$ cat src/rtl/sort_result_stats.sv
// sort_result_stats: per-frame min/max/median/sum of a sorted word stream,
// with an ascending-order check and a valid/ready result handshake.
module sort_result_stats #(
    parameter int SIZE  = 8,
    parameter int SUM_W = 35
) (
    input  logic             clk,
    input  logic             rstn,
    input  logic             in_valid,
    input  logic [31:0]      in_data,
    input  logic             clr,
    output logic             out_valid,
    input  logic             out_ready,
    output logic [31:0]      out_min,
    output logic [31:0]      out_max,
    output logic [31:0]      out_median,
    output logic [SUM_W-1:0] out_sum,
    output logic             order_err,
    output logic             ovr_err,
    output logic             busy
);

    localparam int CW = $clog2(SIZE);
    localparam logic [CW-1:0] MID  = CW'(SIZE / 2);
    localparam logic [CW-1:0] LAST = CW'(SIZE - 1);

    typedef enum logic [1:0] {
        IDLE,
        COLLECT,
        HOLD
    } state_e;

    state_e           state_q;
    logic [CW-1:0]    cnt_q;
    logic [31:0]      prev_q;
    logic [31:0]      min_q;
    logic [31:0]      max_q;
    logic [31:0]      med_q;
    logic [SUM_W-1:0] sum_q;
    logic             valid_q;
    logic             order_q;
    logic             ovr_q;

    logic [SUM_W-1:0] word_sext;
    logic [SUM_W-1:0] sum_d;
    logic             descend;

    assign word_sext = {{(SUM_W-32){in_data[31]}}, in_data};
    assign sum_d     = sum_q + word_sext;
    assign descend   = $signed(in_data) < $signed(prev_q);

    always_ff @(posedge clk or negedge rstn) begin
        if (!rstn) begin
            state_q <= IDLE;
            cnt_q   <= '0;
            prev_q  <= '0;
            min_q   <= '0;
            max_q   <= '0;
            med_q   <= '0;
            sum_q   <= '0;
            valid_q <= 1'b0;
            order_q <= 1'b0;
            ovr_q   <= 1'b0;
        end else if (clr) begin
            // Abort keeps the last result fields; only control and flags reset.
            state_q <= IDLE;
            cnt_q   <= '0;
            valid_q <= 1'b0;
            order_q <= 1'b0;
            ovr_q   <= 1'b0;
        end else begin
            unique case (state_q)
                IDLE: begin
                    if (in_valid) begin
                        min_q   <= in_data;
                        prev_q  <= in_data;
                        sum_q   <= word_sext;
                        cnt_q   <= CW'(1);
                        order_q <= 1'b0;
                        ovr_q   <= 1'b0;
                        state_q <= COLLECT;
                    end
                end
                COLLECT: begin
                    if (in_valid) begin
                        if (descend) begin
                            order_q <= 1'b1;
                        end
                        prev_q <= in_data;
                        sum_q  <= sum_d;
                        cnt_q  <= cnt_q + 1'b1;
                        if (cnt_q == MID) begin
                            med_q <= in_data;
                        end
                        if (cnt_q == LAST) begin
                            max_q   <= in_data;
                            valid_q <= 1'b1;
                            state_q <= HOLD;
                        end
                    end
                end
                HOLD: begin
                    // Words arriving here are dropped, never start a frame.
                    if (in_valid) begin
                        ovr_q <= 1'b1;
                    end
                    if (out_ready) begin
                        valid_q <= 1'b0;
                        cnt_q   <= '0;
                        state_q <= IDLE;
                    end
                end
                default: begin
                    state_q <= IDLE;
                end
            endcase
        end
    end

    assign out_valid  = valid_q;
    assign out_min    = min_q;
    assign out_max    = max_q;
    assign out_median = med_q;
    assign out_sum    = sum_q;
    assign order_err  = order_q;
    assign ovr_err    = ovr_q;
    assign busy       = (state_q != IDLE);

endmodule

$ cat config.mk
export PLATFORM = sky130hd
export DESIGN_NAME = sort_result_stats
export DESIGN_NICKNAME = d
export VERILOG_FILES = /design/src/rtl/sort_result_stats.sv
export SDC_FILE = /design/constraint.sdc
export NUM_CORES = 1
export LEC_CHECK = 0
export ABC_CLOCK_PERIOD_IN_PS = 2550
export CAP_MARGIN = 15
export CORE_MARGIN = 2
export CORE_UTILIZATION = 35
export CTS_BUF_LIST = sky130_fd_sc_hd__clkbuf_4 sky130_fd_sc_hd__clkbuf_8 sky130_fd_sc_hd__clkbuf_16
export CTS_CLUSTER_DIAMETER = 40
export DETAILED_ROUTE_END_ITERATION = 8
export SYNTH_ARGS = -nofsm -noshare
export SYNTH_HDL_FRONTEND = slang
export SYNTH_SLANG_ARGS = --single-unit
$ cat constraint.sdc
create_clock -name clk -period 2.55 [get_ports clk]
set_input_delay 0.765 -clock clk [delete_from_list [all_inputs] [get_ports clk]]
set_output_delay 0.765 -clock clk [all_outputs]
set_load 0.02 [all_outputs]
Run 1, wires at chosen ports, followed through buffers:
The bar under the picture is 50 um long.
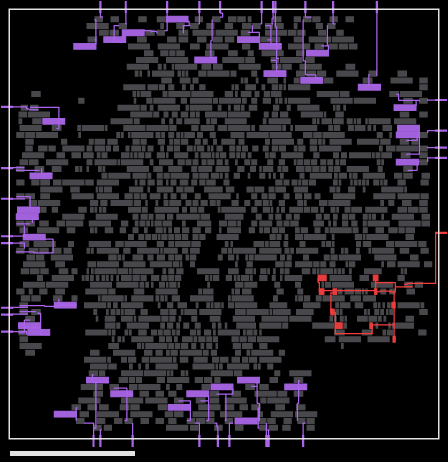
port	colour	bits	direction	end cells	wire
out_median	purple	32	output	32	722 um
clr	red	1	input	10	160 um
IO buf count: 171
IO Pins: 172

Run 1, local utilization:
The bar under the picture is 50 um long. The die is cut into 17 by 17 equal tiles; black is low, pale yellow is high, 0 to 100% covered.
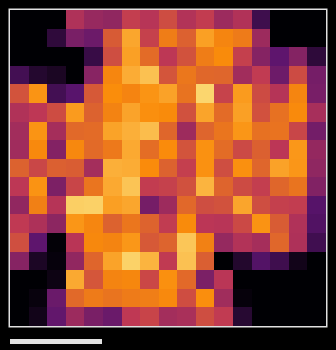
tiles over 75% full	17%
emptiest ninth of the die	lower right
mean over tiles	49%
fullest tile	91%
nearly empty tiles	13%
Core ar.: 27600 um^2
FP Core Util: 35.3%

Run 1, supply network:
The bar under the picture is 50 um long. Pins as bars on the die edge.
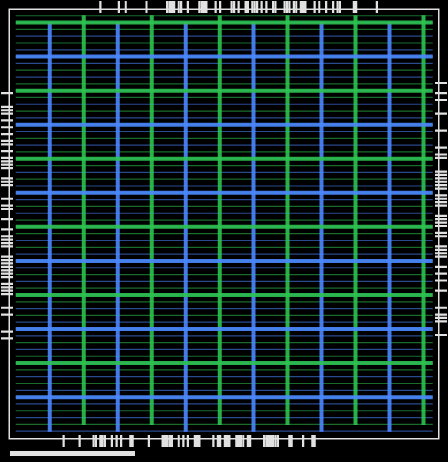
net	colour
VSS	blue
VDD	green
rows	61
met1 rails	62
met5 straps	12
met4 straps	12

==> metrics.yaml, run 1 <==
run_status:
  outcome: "complete, but fails checks"
  violations: "negative setup slack"
global_route:
  grt_busiest_layer: "met2"
  met3_usage_pct: 4.28
  grt-ovfl-total: 0
layout:
  comb_cells: 694
  n_antenna_cell: 0
  buffers: 366
  n_all_inverters: 45
  nets: 1405
  combGateArea_um2: 6030
  synthToLayoutAreaGrowth_pct: 51.9
  lay_top_count: "buf_4"
  regArea_um2: 4280
  clk_share_pct: 3.90
die:
  rows: 61
  chipArea_um2: 29200
timing:
  whs_ns: 0.192
  setup_viol: 2
  worst_slack_ns: -0.0882
  final.min_clock_period_ns: 2.64
setup_path:
  regToRegSetupSlack_ns: 0.02
  crit_path_frequent_cell: "buf_4"
  critPathLaunch: "in_data[29]"
  cp_top_family: "simple AND/OR/NAND/NOR gates"
  path_class: "input pin to register"
  rr_endpoint: "out_sum[24]"
  start_kind: "input pin"
power_and_ir_drop:
  p_per_area_nw_per_um2: 1100
  p_leak_nw: 6.72
  power_mw: 16.3
  seqPwrFrac_pct: 25.1
cts:
  cts_setup_buffers: 14
  clk_latency_ns: 0.43
  cts_buffer_depth: 2
  cts_tree: "yes"
  cts-root-buf: "clkbuf_16"
placed_design:
  place.detailed.hpwl_mm: 21.5
  routabilityCongestion: 0.880
  place_ws_ns: -0.929
logic_synthesis:
  synth_top_area_share_pct: 43.9
  ys_sh_mux_pct: 13.3
  avgSynthCellArea_um2: 10.3
  most_common_cell: "dfrtp_1"
  synth_area_leader_cell: "dfrtp_1"
drt:
  drc: 0
  dr.pass1.iters: 5
  ant_nets: 0
hold_path:
  min_path_type: "input pin to asynchronous set/reset pin"
run:
  tool_warnings: 33
## run 1: power by group through the flow
stage | Clock, mW | Combinational (mW) | Sequential [mW]
final | 2.61 | 9.64 | 4.10
after global routing | 2.79 | 10.5 | 4.21
after CTS | 2.68 | 9.18 | 4.10
after detailed placement | 0 | 8.48 | 4.08
after global placement | 0 | 8.43 | 4.06
after floorplan | 0 | 4.26 | 4.65
## run 1: registers in the layout, indices dropped and copies added (netlist names)
| signal | flops |
|---|---|
| out_max | 32 |
| state_q | 2 |
| out_sum | 35 |
| cnt_q | 3 |
| order_err | 1 |
| out_median | 32 |
| ovr_err | 1 |
| out_min | 32 |
| prev_q | 32 |
| out_valid | 1 |
--- run 2 (diff from run 1) ---
--- a/config.mk
+++ b/config.mk
@@ -11,6 +11,7 @@
 export CORE_UTILIZATION = 35
 export CTS_BUF_LIST = sky130_fd_sc_hd__clkbuf_4 sky130_fd_sc_hd__clkbuf_8 sky130_fd_sc_hd__clkbuf_16
 export CTS_CLUSTER_DIAMETER = 40
+export CTS_CLUSTER_SIZE = 16
 export DETAILED_ROUTE_END_ITERATION = 8
 export SYNTH_ARGS = -nofsm -noshare
 export SYNTH_HDL_FRONTEND = slang
Run 2, supply network:
The bar under the picture is 50 um long. Pins as bars on the die edge.
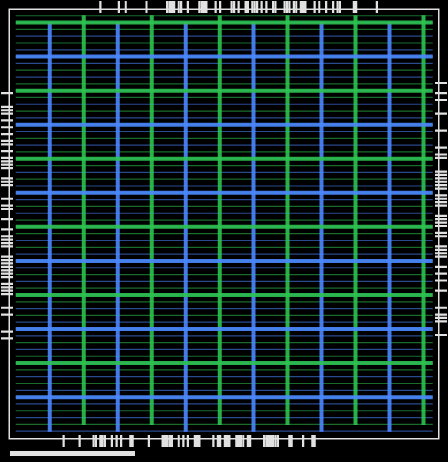
net	colour
VSS	blue
VDD	green
met5 straps	12
signal pins	172
rows	61
met1 rails	62
Die W: 171 um
Peak VDD IR: 0.520 mV

Run 2, wires at chosen ports, followed through buffers:
The bar under the picture is 50 um long.
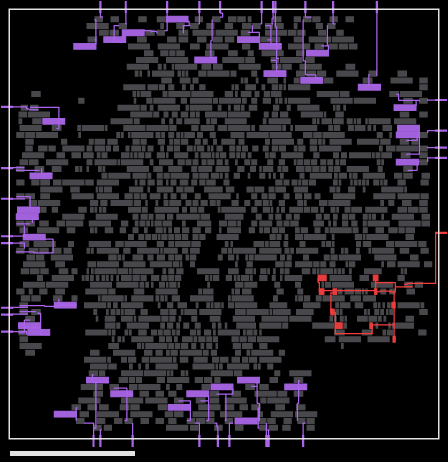
port	colour	bits	direction	end cells	wire
clr	red	1	input	10	160 um
out_median	purple	32	output	32	722 um

Run 2, track usage over the die:
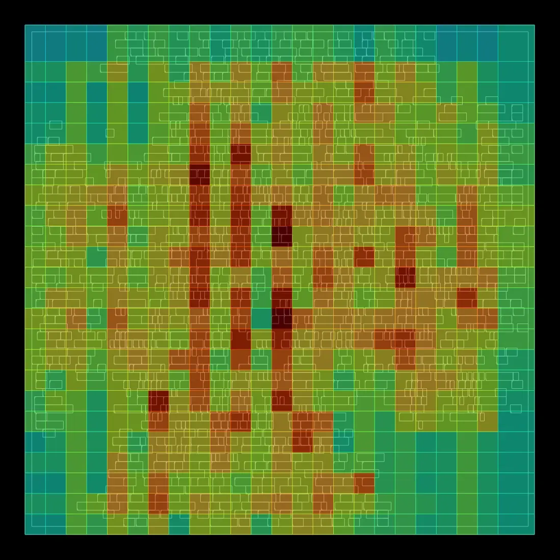
met2 GRT Util: 32.8%
all-layer global routing usage: 20.3%
busiest layer in global routing: met2

==> run 2 against run 1 <==
Compared with the run above:
- the flow still finishes with violations (negative setup slack)
- clock power about the same
- synthesized cell count unchanged
- sequential power about the same
- global-route usage unchanged
- via count unchanged
- maximum frequency unchanged
- cell count unchanged
- area after synthesis unchanged
- largest power group unchanged
==> metrics.yaml, run 2 <==
run_status:
  outcome: "complete, but fails checks"
  violations: "negative setup slack"
power_and_ir_drop:
  comb_power_mw: 9.64
  power_mw: 16.3
  p_leak_nw: 6.72
  clock_power_mw: 2.61
  seqPwrFrac_pct: 25.1
cts:
  clk_latency_ns: 0.43
  cts_buffer_depth: 2
  cts_tree: "yes"
  cts_setup_buffers: 14
timing:
  setup_viol: 2
  whs_ns: 0.192
  worst_slack_ns: -0.0882
  final.min_clock_period_ns: 2.64
setup_path:
  start_kind: "input pin"
  cp_top_family: "simple AND/OR/NAND/NOR gates"
  crit_path_frequent_cell: "buf_4"
  regToRegSetupSlack_ns: 0.02
logic_synthesis:
  synth_top_area_share_pct: 43.9
  avgSynthCellArea_um2: 10.3
  synth_area_leader_cell: "dfrtp_1"
  ys_sh_mux_pct: 13.3
placed_design:
  place.detailed.hpwl_mm: 21.5
  place_ws_ns: -0.929
  routabilityCongestion: 0.880
  port_buffers: 171
global_route:
  grt-ovfl-total: 0
die:
  fp-utilization_pct: 35.3
  io_pins: 172
  rows: 61
  coreArea_um2: 27600
  chipArea_um2: 29200
run:
  tool_warnings: 33
layout:
  synthToLayoutAreaGrowth_pct: 51.9
  largest_reg_flops: 35
  lay_top_count: "buf_4"
hold_path:
  min_path_type: "input pin to asynchronous set/reset pin"
drt:
  drc: 0
  ant_nets: 0
run 2: cell counts in the layout (fill, tap and decap cells not counted):
No cell type changed its count.
run 2: layout make-up:
type,instances,area (um^2),area share [%]
clock inverters,14,139,0.938
inverters,45,169,1.14
flip-flops and latches,171,4280,28.9
well taps,378,473,3.19
repair buffers,366,3290,22.2
clock buffers,18,439,2.97
multi-input cells,694,6030,40.7
run 2: kinds of logic after synthesis:
group | Yosys count
fa+ha+maj | 73
simple gates | 236
mux | 118
xor+xnor | 25
compound gates | 242
buf+inv | 83
flops | 171
run 2: layer usage:
metal	vias up	GRT usage (%)	share of wire, %
li1	4106	-	-
met1	4120	27.4	46
met2	171	32.8	47
met3	26	4.28	4.4
met4	0	6.19	1.9
met5	-	0	0
No activity file was given, so power comes from the tool's default toggle rates.
